$ cat config.mk
export PLATFORM = sky130hd
export DESIGN_NAME = lut_digit_accumulator
export DESIGN_NICKNAME = d
export VERILOG_FILES = /design/src/rtl/lut_mult_pkg.sv /design/src/rtl/lut_multiple_table.sv /design/src/rtl/lut_digit_accumulator.sv
export SDC_FILE = /design/constraint.sdc
export NUM_CORES = 1
export LEC_CHECK = 0
export ABC_AREA = 1
export CAP_MARGIN = 20
export CORE_MARGIN = 2
export CORE_UTILIZATION = 45
export CTS_CLUSTER_SIZE = 14
export DETAILED_ROUTE_END_ITERATION = 8
export SLEW_MARGIN = 20
export SYNTH_ARGS = -nofsm -noshare
export SYNTH_HDL_FRONTEND = slang
export SYNTH_SLANG_ARGS = --single-unit
$ cat constraint.sdc
create_clock -name clk -period 5.8 [get_ports clk]
set_input_delay 0.58 -clock clk [delete_from_list [all_inputs] [get_ports clk]]
set_output_delay 0.58 -clock clk [all_outputs]
set_load 0.05 [all_outputs]
$ cat src/rtl/lut_mult_pkg.sv
// Shared types and constants for the LUT-based signed-digit multiplier datapath.
package lut_mult_pkg;

    typedef enum logic [1:0] {
        IDLE  = 2'd0,
        BUILD = 2'd1,
        ACCUM = 2'd2,
        DONE  = 2'd3
    } state_t;

    localparam int DIGIT_W     = 4;
    localparam int MAG_MAX     = 8;
    localparam int TABLE_DEPTH = 9;

    function automatic logic digit_legal(input logic [DIGIT_W-1:0] mag);
        return (mag <= DIGIT_W'(MAG_MAX));
    endfunction

endpackage

$ cat src/rtl/lut_multiple_table.sv
// Table of multiples T[k] = A*k for k = 0..8, filled one entry per cycle by repeated addition.
module lut_multiple_table
    import lut_mult_pkg::*;
#(
    parameter int A_W = 8
) (
    input  logic                  clk,
    input  logic                  rst_n,
    input  logic                  i_load,
    input  logic [A_W-1:0]        i_a,
    input  logic                  i_build_en,
    input  logic [DIGIT_W-1:0]    i_rd_mag,
    output logic signed [A_W+3:0] o_rd_data,
    output logic                  o_build_last,
    output logic                  o_built
);

    localparam int E_W = A_W + 4;
    localparam logic [DIGIT_W-1:0] LAST_K = DIGIT_W'(TABLE_DEPTH - 1);

    logic signed [E_W-1:0]   r_tbl [TABLE_DEPTH];
    logic [DIGIT_W-1:0]      r_k;
    logic                    r_built;
    logic signed [A_W-1:0]   w_a_s;
    logic [DIGIT_W-1:0]      w_k_prev;

    assign w_a_s    = i_a;
    assign w_k_prev = r_k - DIGIT_W'(1);

    always_ff @(posedge clk) begin
        if (!rst_n) begin
            r_k     <= '0;
            r_built <= 1'b0;
            for (int i = 0; i < TABLE_DEPTH; i++) begin
                r_tbl[i] <= '0;
            end
        end else if (i_load) begin
            r_tbl[0] <= '0;
            r_tbl[1] <= E_W'(w_a_s);
            r_k      <= DIGIT_W'(2);
            r_built  <= 1'b0;
        end else if (i_build_en && !r_built) begin
            r_tbl[r_k] <= r_tbl[w_k_prev] + r_tbl[1];
            if (r_k == LAST_K) begin
                r_built <= 1'b1;
            end else begin
                r_k <= r_k + DIGIT_W'(1);
            end
        end
    end

    // Illegal magnitudes read as zero so they add nothing to the accumulator.
    always_comb begin
        o_rd_data = '0;
        if (digit_legal(i_rd_mag)) begin
            o_rd_data = r_tbl[i_rd_mag];
        end
    end

    assign o_build_last = i_build_en && !r_built && (r_k == LAST_K);
    assign o_built      = r_built;

endmodule

$ cat src/rtl/lut_digit_accumulator.sv
// Signed multiplicand times a stream of recoded radix-16 digits, LSD first, via a multiple table.
//
// state | meaning
// IDLE  | waiting for multiplicand A (start_ready=1)
// BUILD | filling T[2..8], one entry per cycle
// ACCUM | accepting digits, accumulating shifted multiples (dig_ready=1)
// DONE  | product held on p_out/p_err until p_ready
module lut_digit_accumulator
    import lut_mult_pkg::*;
#(
    parameter int A_W      = 8,
    parameter int N_DIGITS = 2
) (
    input  logic                      clk,
    input  logic                      rst_n,
    input  logic                      start_valid,
    output logic                      start_ready,
    input  logic [A_W-1:0]            a_in,
    input  logic                      dig_valid,
    output logic                      dig_ready,
    input  logic                      dig_sign,
    input  logic [DIGIT_W-1:0]        dig_mag,
    output logic                      p_valid,
    input  logic                      p_ready,
    output logic [A_W+4*N_DIGITS-1:0] p_out,
    output logic                      p_err
);

    localparam int P_W   = A_W + 4 * N_DIGITS;
    localparam int E_W   = A_W + 4;
    localparam int IDX_W = (N_DIGITS > 1) ? $clog2(N_DIGITS) : 1;
    localparam logic [IDX_W-1:0] LAST_IDX = IDX_W'(N_DIGITS - 1);

    state_t                r_state;
    logic signed [P_W-1:0] r_acc;
    logic [IDX_W-1:0]      r_idx;
    logic                  r_err;

    logic                  w_start_xfer;
    logic                  w_dig_xfer;
    logic                  w_p_xfer;
    logic                  w_build_last;
    logic                  w_built;
    logic signed [E_W-1:0] w_t;
    logic signed [E_W-1:0] w_m;
    logic signed [P_W-1:0] w_m_ext;
    logic signed [P_W-1:0] w_term;
    logic [IDX_W+1:0]      w_shamt;

    // Ready/valid come from the state register only, never from the incoming valids.
    assign start_ready = (r_state == IDLE);
    assign dig_ready   = (r_state == ACCUM);
    assign p_valid     = (r_state == DONE);
    assign p_out       = r_acc;
    assign p_err       = r_err;

    assign w_start_xfer = start_valid && start_ready;
    assign w_dig_xfer   = dig_valid && dig_ready;
    assign w_p_xfer     = p_valid && p_ready;

    lut_multiple_table #(
        .A_W (A_W)
    ) u_table (
        .clk          (clk),
        .rst_n        (rst_n),
        .i_load       (w_start_xfer),
        .i_a          (a_in),
        .i_build_en   (r_state == BUILD),
        .i_rd_mag     (dig_mag),
        .o_rd_data    (w_t),
        .o_build_last (w_build_last),
        .o_built      (w_built)
    );

    // |T| <= 8*2^(A_W-1), so negation never overflows the E_W-bit entry.
    assign w_m     = dig_sign ? -w_t : w_t;
    assign w_m_ext = P_W'(w_m);
    assign w_shamt = {r_idx, 2'b00};
    assign w_term  = w_m_ext <<< w_shamt;

    always_ff @(posedge clk) begin
        if (!rst_n) begin
            r_state <= IDLE;
            r_acc   <= '0;
            r_idx   <= '0;
            r_err   <= 1'b0;
        end else begin
            case (r_state)
                IDLE: begin
                    if (w_start_xfer) begin
                        r_acc   <= '0;
                        r_idx   <= '0;
                        r_err   <= 1'b0;
                        r_state <= BUILD;
                    end
                end
                BUILD: begin
                    if (w_build_last || w_built) begin
                        r_state <= ACCUM;
                    end
                end
                ACCUM: begin
                    if (w_dig_xfer) begin
                        r_acc <= r_acc + w_term;
                        if (!digit_legal(dig_mag)) begin
                            r_err <= 1'b1;
                        end
                        if (r_idx == LAST_IDX) begin
                            r_state <= DONE;
                        end else begin
                            r_idx <= r_idx + IDX_W'(1);
                        end
                    end
                end
                DONE: begin
                    if (w_p_xfer) begin
                        r_state <= IDLE;
                    end
                end
                default: r_state <= IDLE;
            endcase
        end
    end

endmodule

==> run_1/sizes.png <==
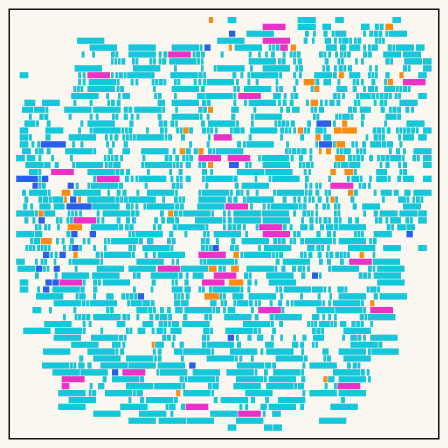
blue -> _3 and _4 cells  # cells 30
cyan -> _0 and _1 cells  # cells 1319
magenta -> _6 and larger  # cells 31
orange -> _2 cells  # cells 46
post-route setup slack: 1.072 ns
fin area: 0.01353 mm^2
non-clock buffer total of the final layout: 60
synthesis-to-finish area growth: 11.16%

==> run_1/io_placement.png <==
Scale bar: 50 um. Pins as bars across the die edge, other pins in grey.
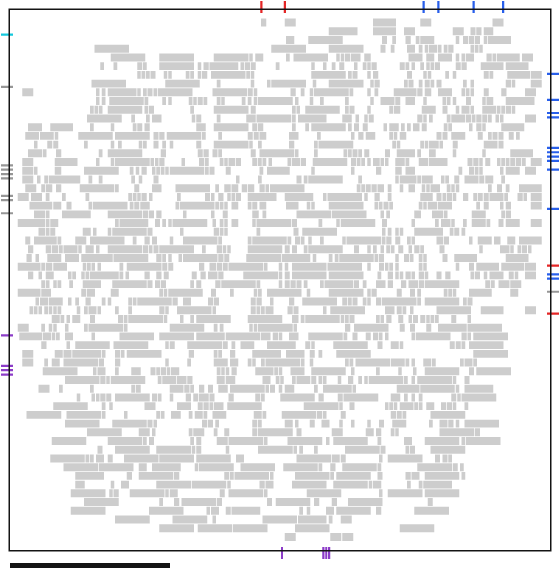
cyan -> clk  # pins 1, direction input, edge west
blue -> p_out  # pins 16, direction output, edge 12 east, 4 north
red -> dig_mag  # pins 4, direction input, edge 2 north, 2 east
purple -> a_in  # pins 8, direction input, edge 4 south, 4 west
overall die width: 168.5 um
count of buffers from port buffering: 37
die height: 168.5 um

==> run_1/detail.png <==
Region (116, 116) to (136, 136) um. Cells in grey, sequential cells in the stronger grey; small squares are vias.
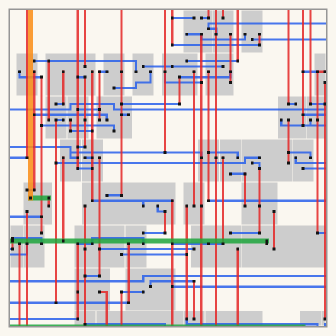
green -> metal 3
blue -> metal 1
orange -> metal 4
red -> metal 2
most frequent = nand2_1 (16)
cells with their middle in the window = 33
sequential cells in the window = 0

==> run_1/cell_density.png <==
17 x 17 tiles, from white (low) to dark blue (high), 0 to 100% covered.
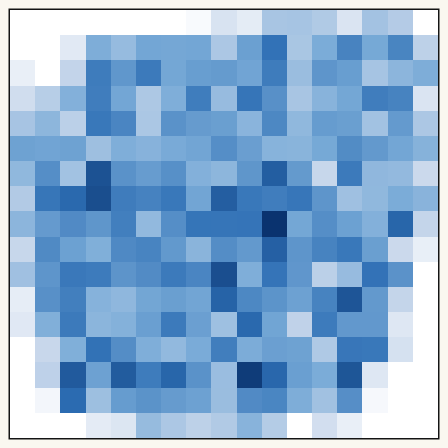
fullest tile = 99%
mean over tiles = 46%
densest ninth of the die = centre
tiles over 75% full = 6.6%

==> impl_metrics.yaml, run 1 <==
# yosys + openroad results
yosys:
  mappedNetlistNets: 1452
  async_flop_share: 0
  ys_top_cells_by_count: "sky130_fd_sc_hd__nand2_1, sky130_fd_sc_hd__edfxtp_1, sky130_fd_sc_hd__a21oi_1, sky130_fd_sc_hd__nor2_1, sky130_fd_sc_hd__inv_1"
  postSynthSeqShare: 0.5147
  synth.cellmix.adderShare: 0.04132
  edf_count: 192
  synthesis.yosys.warnings: 0
  gate_count_post_synth: 1395
  yosys.cell_types.count: 52
  synth-area-yosys_mm2: 0.01217
  yosysMostFrequentCell: "sky130_fd_sc_hd__nand2_1"
  xor_share: 0.01984
  top_area_cell: "sky130_fd_sc_hd__edfxtp_1"
  ys.flops: 217
  post_synthesis_area_per_instance_um2: 8.727
  yosys-mux-area-fraction: 0
  and_or_or_and_cells_area_fraction: 0.1415
  basic_gates_by_area: 0.2119
  synth.top_cell.area_share: 0.4736
  ys_top_cells_by_area: "sky130_fd_sc_hd__edfxtp_1, sky130_fd_sc_hd__nand2_1, sky130_fd_sc_hd__a21oi_1"
  synth-main-ff-cell: "sky130_fd_sc_hd__edfxtp_1"
  topCombFamilyByArea: "simple AND/OR/NAND/NOR gates"
  cell_area_after_synthesis_mm2: 0.01217
  ys_cells: 1395
sta:
  setup_viol: 0
  hold_ws_ns: 0.4827
  final_period_minus_worst_setup_slack_ns: 4.728
  min_period_over_period: 0.8152
  worst_slew_margin_rel: 0.1943
  maxClockFrequency_ghz: 0.2115
  grt_setup_unrepaired: "no"
  report.final.slew_viol_count: 0
  hold_viol_final: 0
  timing_worst_slew_pin_value_ns: 1.193
  final.setup_skew_ns: 0.01484
  timing.setup.tns_ns: 0
grt:
  globalRoute.busiestLayer: "met2"
  antenna_found_initial: 0
  grt_util_met2: 0.4206
  grt_use_met1: 0.3367
  wire_length_of_the_first_global_routing_pass_mm: 54.41
  grt_overflow_total: 0
  grt_pass1_vias: 9720
  global_route.usage.total: 0.2475
  largest_net_degree_at_the_start_of_global_routing: 87
  globalRouteMet3Util: 0.03110
worst_setup_path:
  crit_path_buffers_inverters: 4
  critical_path.reg2reg.endpoint: "u_table.r_tbl[5][8]"
  regToRegSetupSlack_ns: 1.07
  cp_slowest_cell: "sky130_fd_sc_hd__inv_2"
  critPathRequiredTime_ns: 6.18
  path_delay_family: "buffers and inverters"
  path_class: "register to register"
  critical_path.endpoint_type: "register"
  cp.arrival_ns: 5.11
  timing.rr.start: "u_table.r_k[1]"
  reg2regPathDepth: 19
  timing.critical_path.mode_cell: "sky130_fd_sc_hd__nand2_1"
  setup.worst_path.start_class: "register"
  timing.critical_path.fanout_max: 31
  cpPeakStageDelay_ns: 0.51
job:
  openroad_warnings: 34
  cap_violations: 0
pwr:
  p_int_mw: 4.045
  pwr.group.clock_mw: 1.58
  p_sw_mw: 3.309
  p_per_area_mw_per_mm2: 543.4
  comb_power_share: 0.468
  static_leakage_power_nw: 5.472
  power.largest_group: "combinational logic"
  share_seq_of_total_power: 0.317
  powerSeq_mw: 2.33
  total_power_mw: 7.354
  swShare: 0.4500
  vdd_ir_drop_max_mv: 0.4197
  clockPowerShare: 0.215
  pwr.group.combinational_mw: 3.44
worst_hold_path:
  hold_path_class: "register to register"
  timing.hold.worst_path_depth: 2
  worstHoldStart: "p_out[3]"
  hold_critical_path_endpoint: "p_out[3]"
clock_network:
  cts_repair_resize_count: 0
  clock_tree.htree_level_count: 1
  tritoncts: "done"
  cts_setup_buffers: 0
  path_clk_slew_ns: 0.06
  cts_made_buffers: 25
  worst_skew_pair.late_latency_ns: 0.55
  cts_max_path_buffers: 3
  cts_hold_buffers: 0
  clock_sink_count: 217
  clockRootBuffer: "sky130_fd_sc_hd__clkbuf_16"
detailed_routing:
  drt-wirelength-per-cell_um: 19.75
  number_of_vias_after_detailed_routing: 10010
  met3WireLength_mm: 2.285
  detail_route.iter0.violations: 1191
  drcViolationCount: 0
  route.top_layer_used: "met4"
  routed_wirelength_mm: 34.89
  vias_per_cell: 5.662
  drt-pass1-iter-count: 5
  met1_length_mm: 15.09
  antenna_left: 0
  met2WireLength_mm: 16.72
layout:
  layout_top_cell_excl_fill_tap: "sky130_fd_sc_hd__nand2_1"
  multi_input_comb_area_mm2: 0.005054
  fraction_of_layout_cells_with_a_size_suffix_above_1: 0.07504
  finish.net_count: 1465
  regMostFlops: "u_table.r_tbl"
  antenna_fix_cells: 0
  fillers: 2523
  finished_core_util: 0.5064
  layout.cells.non_filler: 1767
  largest_register_ffs: 192
  most-common-layout-cells: "sky130_fd_sc_hd__nand2_1, sky130_fd_sc_hd__edfxtp_1, sky130_fd_sc_hd__a21oi_1, sky130_fd_sc_hd__nor2_1, sky130_fd_sc_hd__inv_1"
  flip_flop_and_latch_area_mm2: 0.006270
status:
  status: "finished clean"
place:
  postPlaceCellArea_mm2: 0.01272
  placedCellCount: 1722
  pre_cts_slack_ns: 1.015
  place_congestion: 0.8771
  dpl_hpwl_mm: 23.32
floorplan:
  io_pins: 38
  floorplan.initialDensity: 0.4555
  row_count: 60
  core_mm2: 0.02673
  fp.dieArea_mm2: 0.02839
run 1: worst max path at each step:
stage                         from             endpoint  slack, ns  cells after the start
floorplan           u_table.r_k[0]  u_table.r_tbl[1][8]       1.13                     25
global placement        dig_mag[1]            p_out[15]       1.09                     29
detailed placement      dig_mag[1]            p_out[15]       1.02                     28
CTS                 u_table.r_k[1]  u_table.r_tbl[5][8]       1.11                     19
global route        u_table.r_k[1]  u_table.r_tbl[1][9]       0.73                     16
finish              u_table.r_k[1]  u_table.r_tbl[5][8]       1.07                     19
run 1: cell type report:
class,instances,area share
repair buffers,60,0.03976
clock inverters,15,0.01220
clock buffers,30,0.04761
flip-flops and latches,217,0.4633
inverters,114,0.03217
well taps,341,0.03153
multi-input cells,990,0.3734
==> run 1 -> run 2 <==
==> constraint.sdc (replaced) <==
create_clock -name clk -period 4.95 [get_ports clk]
set_input_delay 0.495 -clock clk [delete_from_list [all_inputs] [get_ports clk]]
set_output_delay 0.495 -clock clk [all_outputs]
set_load 0.05 [all_outputs]
==> run_2/detail.png <==
Region (116, 116) to (136, 136) um. Cells in grey, sequential cells in the stronger grey; small squares are vias.
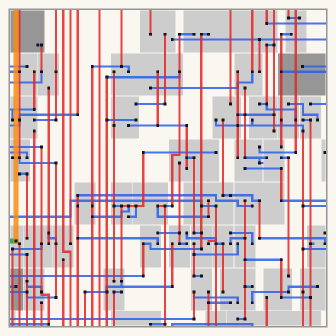
orange -> metal 4
blue -> metal 1
green -> metal 3
red -> metal 2
sequential cells in the window = 0
cells with their middle in the window = 36
most frequent = nand2_1 (19), nand3_1 (4)

==> impl_metrics.yaml, run 2 <==
# yosys + openroad results
yosys:
  ys.flops: 217
  mappedNetlistNets: 1452
  xor_share: 0.01984
  yosys-mux-area-fraction: 0
  basic_gates_by_area: 0.2119
  synth.cellmix.adderShare: 0.04132
  post_synthesis_area_per_instance_um2: 8.727
  ys_top_cells_by_area: "sky130_fd_sc_hd__edfxtp_1, sky130_fd_sc_hd__nand2_1, sky130_fd_sc_hd__a21oi_1"
  synthesis.yosys.warnings: 0
  synth-main-ff-cell: "sky130_fd_sc_hd__edfxtp_1"
  ys_cells: 1395
  and_or_or_and_cells_area_fraction: 0.1415
  yosysMostFrequentCell: "sky130_fd_sc_hd__nand2_1"
  gate_count_post_synth: 1395
  ys_top_cells_by_count: "sky130_fd_sc_hd__nand2_1, sky130_fd_sc_hd__edfxtp_1, sky130_fd_sc_hd__a21oi_1, sky130_fd_sc_hd__nor2_1, sky130_fd_sc_hd__inv_1"
  cell_area_after_synthesis_mm2: 0.01217
  yosys.cell_types.count: 52
clock_network:
  cts_hold_buffers: 0
  clock_sink_count: 217
  clock_tree.htree_level_count: 1
  cts_made_buffers: 26
  tritoncts: "done"
  cts_repair_resize_count: 0
  clockRootBuffer: "sky130_fd_sc_hd__clkbuf_16"
  path_clk_slew_ns: 0.06
  cts_max_path_buffers: 3
  worst_skew_pair.late_latency_ns: 0.55
  cts_setup_buffers: 0
grt:
  largest_net_degree_at_the_start_of_global_routing: 110
  antenna_found_initial: 0
  global_route.usage.total: 0.2407
  grt_util_met2: 0.4037
  grt_pass1_vias: 9381
detailed_routing:
  number_of_vias_after_detailed_routing: 9988
  drt-wirelength-per-cell_um: 19.05
  met3WireLength_mm: 2.058
  met1_length_mm: 14.60
  antenna_left: 0
  vias_per_cell: 5.549
  routed_wirelength_mm: 34.29
  met2WireLength_mm: 16.29
  detail_route.iter0.violations: 1084
place:
  dpl_hpwl_mm: 23.68
  placedCellCount: 1754
  postPlaceCellArea_mm2: 0.01299
  place_congestion: 0.9470
  port-buffer-count: 37
pwr:
  comb_power_share: 0.489
  total_power_mw: 8.925
  share_seq_of_total_power: 0.305
  swShare: 0.4414
  powerSeq_mw: 2.72
  power.largest_group: "combinational logic"
  clockPowerShare: 0.206
  pwr.group.combinational_mw: 4.36
layout:
  buffer_area_frac: 0.05815
  design_area_mm2: 0.01381
  fraction_of_layout_cells_with_a_size_suffix_above_1: 0.09321
  largest_register_ffs: 192
  antenna_fix_cells: 0
  regMostFlops: "u_table.r_tbl"
  layout.cells.non_filler: 1800
  clock_buffer_count: 34
  flow.area_growth_from_synthesis_pct: 13.46
  n_sequential_cell: 217
  dominant-cell-class: "sequential cells"
  flip_flop_and_latch_area_mm2: 0.006270
  nonClockBufferCount: 92
  clock_cell_area_share: 0.05969
  multi_input_comb_area_mm2: 0.005054
floorplan:
  fp.dieArea_mm2: 0.02839
  n_tap_cell: 341
  floorplan.initialDensity: 0.4555
  fp.dieW_um: 168.5
sta:
  final_period_minus_worst_setup_slack_ns: 4.500
  grt_setup_unrepaired: "no"
  worst_slew_margin_rel: 0.2837
  timing.setup.tns_ns: 0
worst_setup_path:
  crit_path_buffers_inverters: 4
  cpPeakStageDelay_ns: 0.43
  cp.arrival_ns: 4.78
  timing.critical_path.mode_cell: "sky130_fd_sc_hd__nand2_1"
  critical_path.endpoint_type: "register"
  reg2regPathDepth: 22
  cp_slowest_cell: "sky130_fd_sc_hd__fa_1"
job:
  openroad_warnings: 36
  cap_violations: 0
status:
  status: "finished clean"
worst_hold_path:
  hold_path_class: "register to register"
  timing.hold.worst_path_depth: 2
==> run_2/cell_density.png <==
17 x 17 tiles, from white (low) to dark blue (high), 0 to 100% covered.
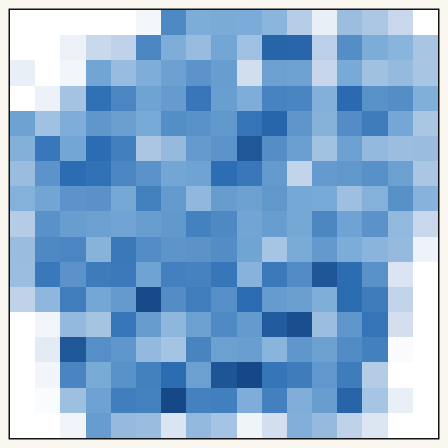
fullest tile = 91%
nearly empty tiles = 8.7%
mean over tiles = 47%
tiles over 75% full = 7.3%
emptiest ninth of the die = north-west
Finished Core Util: 0.5169
total core area: 0.02673 mm^2

-- run 2: worst paths after layout --
path                   from                    to  slack (ns)
max          u_table.r_k[1]  u_table.r_tbl[1][10]        0.45
min               p_out[14]             p_out[14]        0.49
max reg2reg  u_table.r_k[1]  u_table.r_tbl[1][10]        0.45
min reg2reg       p_out[14]             p_out[14]        0.49
-- run 2: kinds of logic (layout without fill, tap and decap cells) --
| group | after synthesis | count (layout) |
|---|---|---|
| XOR/XNOR | 22 | 22 |
| adder cells (fa/ha/maj) | 39 | 39 |
| buffers and inverters | 188 | 252 |
| AND/OR/NAND/NOR | 631 | 631 |
| flip-flops | 217 | 217 |
| AND-OR/OR-AND | 298 | 298 |
==> run 2 -> run 3 <==
--- a/config.mk
+++ b/config.mk
@@ -11,7 +11,7 @@
 export CORE_UTILIZATION = 45
 export CTS_CLUSTER_SIZE = 14
 export DETAILED_ROUTE_END_ITERATION = 8
-export SLEW_MARGIN = 20
+export SLEW_MARGIN = 15
 export SYNTH_ARGS = -nofsm -noshare
 export SYNTH_HDL_FRONTEND = slang
 export SYNTH_SLANG_ARGS = --single-unit
==> run_3/placement.png <==
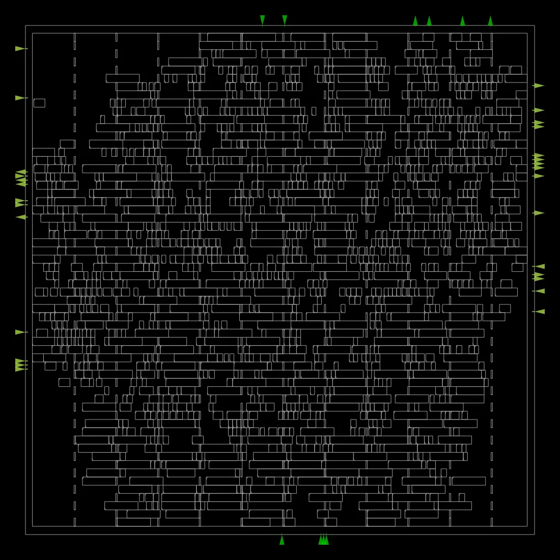
Finished Core Util: 0.5170
Fillers: 2480
std cell rows: 60

==> impl_metrics.yaml, run 3 <==
# yosys + openroad results
yosys:
  ys_cells: 1395
  xor_share: 0.01984
  synthesis.yosys.warnings: 0
  synth.cellmix.adderShare: 0.04132
  yosys-mux-area-fraction: 0
  ys_top_cells_by_area: "sky130_fd_sc_hd__edfxtp_1, sky130_fd_sc_hd__nand2_1, sky130_fd_sc_hd__a21oi_1"
  and_or_or_and_cells_area_fraction: 0.1415
  gate_count_post_synth: 1395
  ys.flops: 217
  cell_area_after_synthesis_mm2: 0.01217
  basic_gates_by_area: 0.2119
  post_synthesis_area_per_instance_um2: 8.727
  mappedNetlistNets: 1452
worst_setup_path:
  cp_slowest_cell: "sky130_fd_sc_hd__dfxtp_1"
  critical_path.endpoint_type: "register"
  timing.rr.start: "u_table.r_k[1]"
  critical_path.reg2reg.endpoint: "u_table.r_tbl[1][10]"
  reg2regPathDepth: 25
  cpPeakStageDelay_ns: 0.40
  crit_path_end: "u_table.r_tbl[1][10]"
  regToRegSetupSlack_ns: 0.46
  crit_path_buffers_inverters: 5
  setup.worst_path.start: "u_table.r_k[1]"
  timing.critical_path.mode_cell: "sky130_fd_sc_hd__nand2_1"
detailed_routing:
  vias_per_cell: 5.542
  drt-wirelength-per-cell_um: 19.03
  antenna_left: 0
  routed_wirelength_mm: 34.28
sta:
  timing.setup.tns_ns: 0
  grt_setup_unrepaired: "no"
  final_period_minus_worst_setup_slack_ns: 4.486
  worst_slew_margin_rel: 0.2945
clock_network:
  cts_setup_buffers: 0
  clockRootBuffer: "sky130_fd_sc_hd__clkbuf_16"
  cts_made_buffers: 26
  path_clk_slew_ns: 0.06
  cts_hold_buffers: 0
  clock_tree.htree_level_count: 1
  cts_repair_resize_count: 0
  tritoncts: "done"
  clock_sink_count: 217
  cts_max_path_buffers: 3
floorplan:
  fp.dieW_um: 168.5
  floorplan.initialDensity: 0.4555
  core_mm2: 0.02673
  fp.dieArea_mm2: 0.02839
layout:
  largest_register_ffs: 192
  fraction_of_layout_cells_with_a_size_suffix_above_1: 0.09384
  regMostFlops: "u_table.r_tbl"
  flow.area_growth_from_synthesis_pct: 13.51
  layout.cells.non_filler: 1801
  design_area_mm2: 0.01382
  antenna_fix_cells: 0
grt:
  global_route.usage.total: 0.2407
  antenna_found_initial: 0
  grt_pass1_vias: 9381
  largest_net_degree_at_the_start_of_global_routing: 110
job:
  openroad_warnings: 36
worst_hold_path:
  worstHoldStart: "p_out[14]"
  hold_path_class: "register to register"
  timing.hold.worst_path_depth: 2
place:
  port-buffer-count: 37
  place_congestion: 0.9470
  dpl_hpwl_mm: 23.68
status:
  status: "finished clean"
pwr:
  total_power_mw: 8.928
==> run_3/cell_density.png <==
17 x 17 tiles, from white (low) to dark blue (high), 0 to 100% covered.
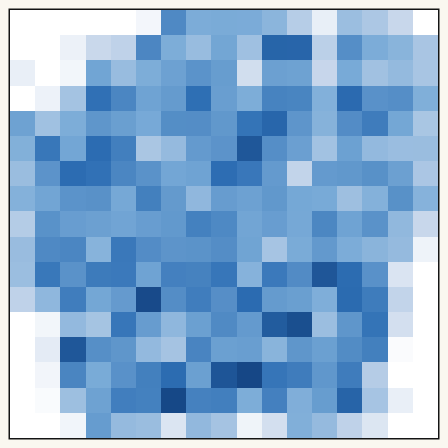
mean over tiles = 47%
nearly empty tiles = 8.7%
tiles over 75% full = 7.3%

## run 3: cell counts after synthesis
No cell type changed its count.
## run 3: metal layers
layer,share of wire,vias to the layer above,global-route usage
li1,-,4837,-
met1,0.43,4731,0.3228
met2,0.48,332,0.4037
met3,0.055,81,0.02502
met4,0.036,0,0.09595
met5,0,-,0
## run 3: where the power goes
group          switching [mW]  total (mW)  internal [mW]
clock network           0.749        1.84           1.09
logic                    3.10        4.37           1.26
registers              0.0877        2.72           2.64
total                    3.94        8.93           4.99
## run 3: area by class of cell
cell class                 count  area [um^2]  share of cell area
sequential                   217         6270              0.4537
multi-input combinational    990         5054              0.3657
timing repair buffer          93        808.3             0.05849
clock buffer                  34        690.7             0.04998
inverter                     114        435.4             0.03151
tap                          341        426.7             0.03088
clock inverter                12        133.9            0.009688
No activity file was given, so power comes from the tool's default toggle rates.
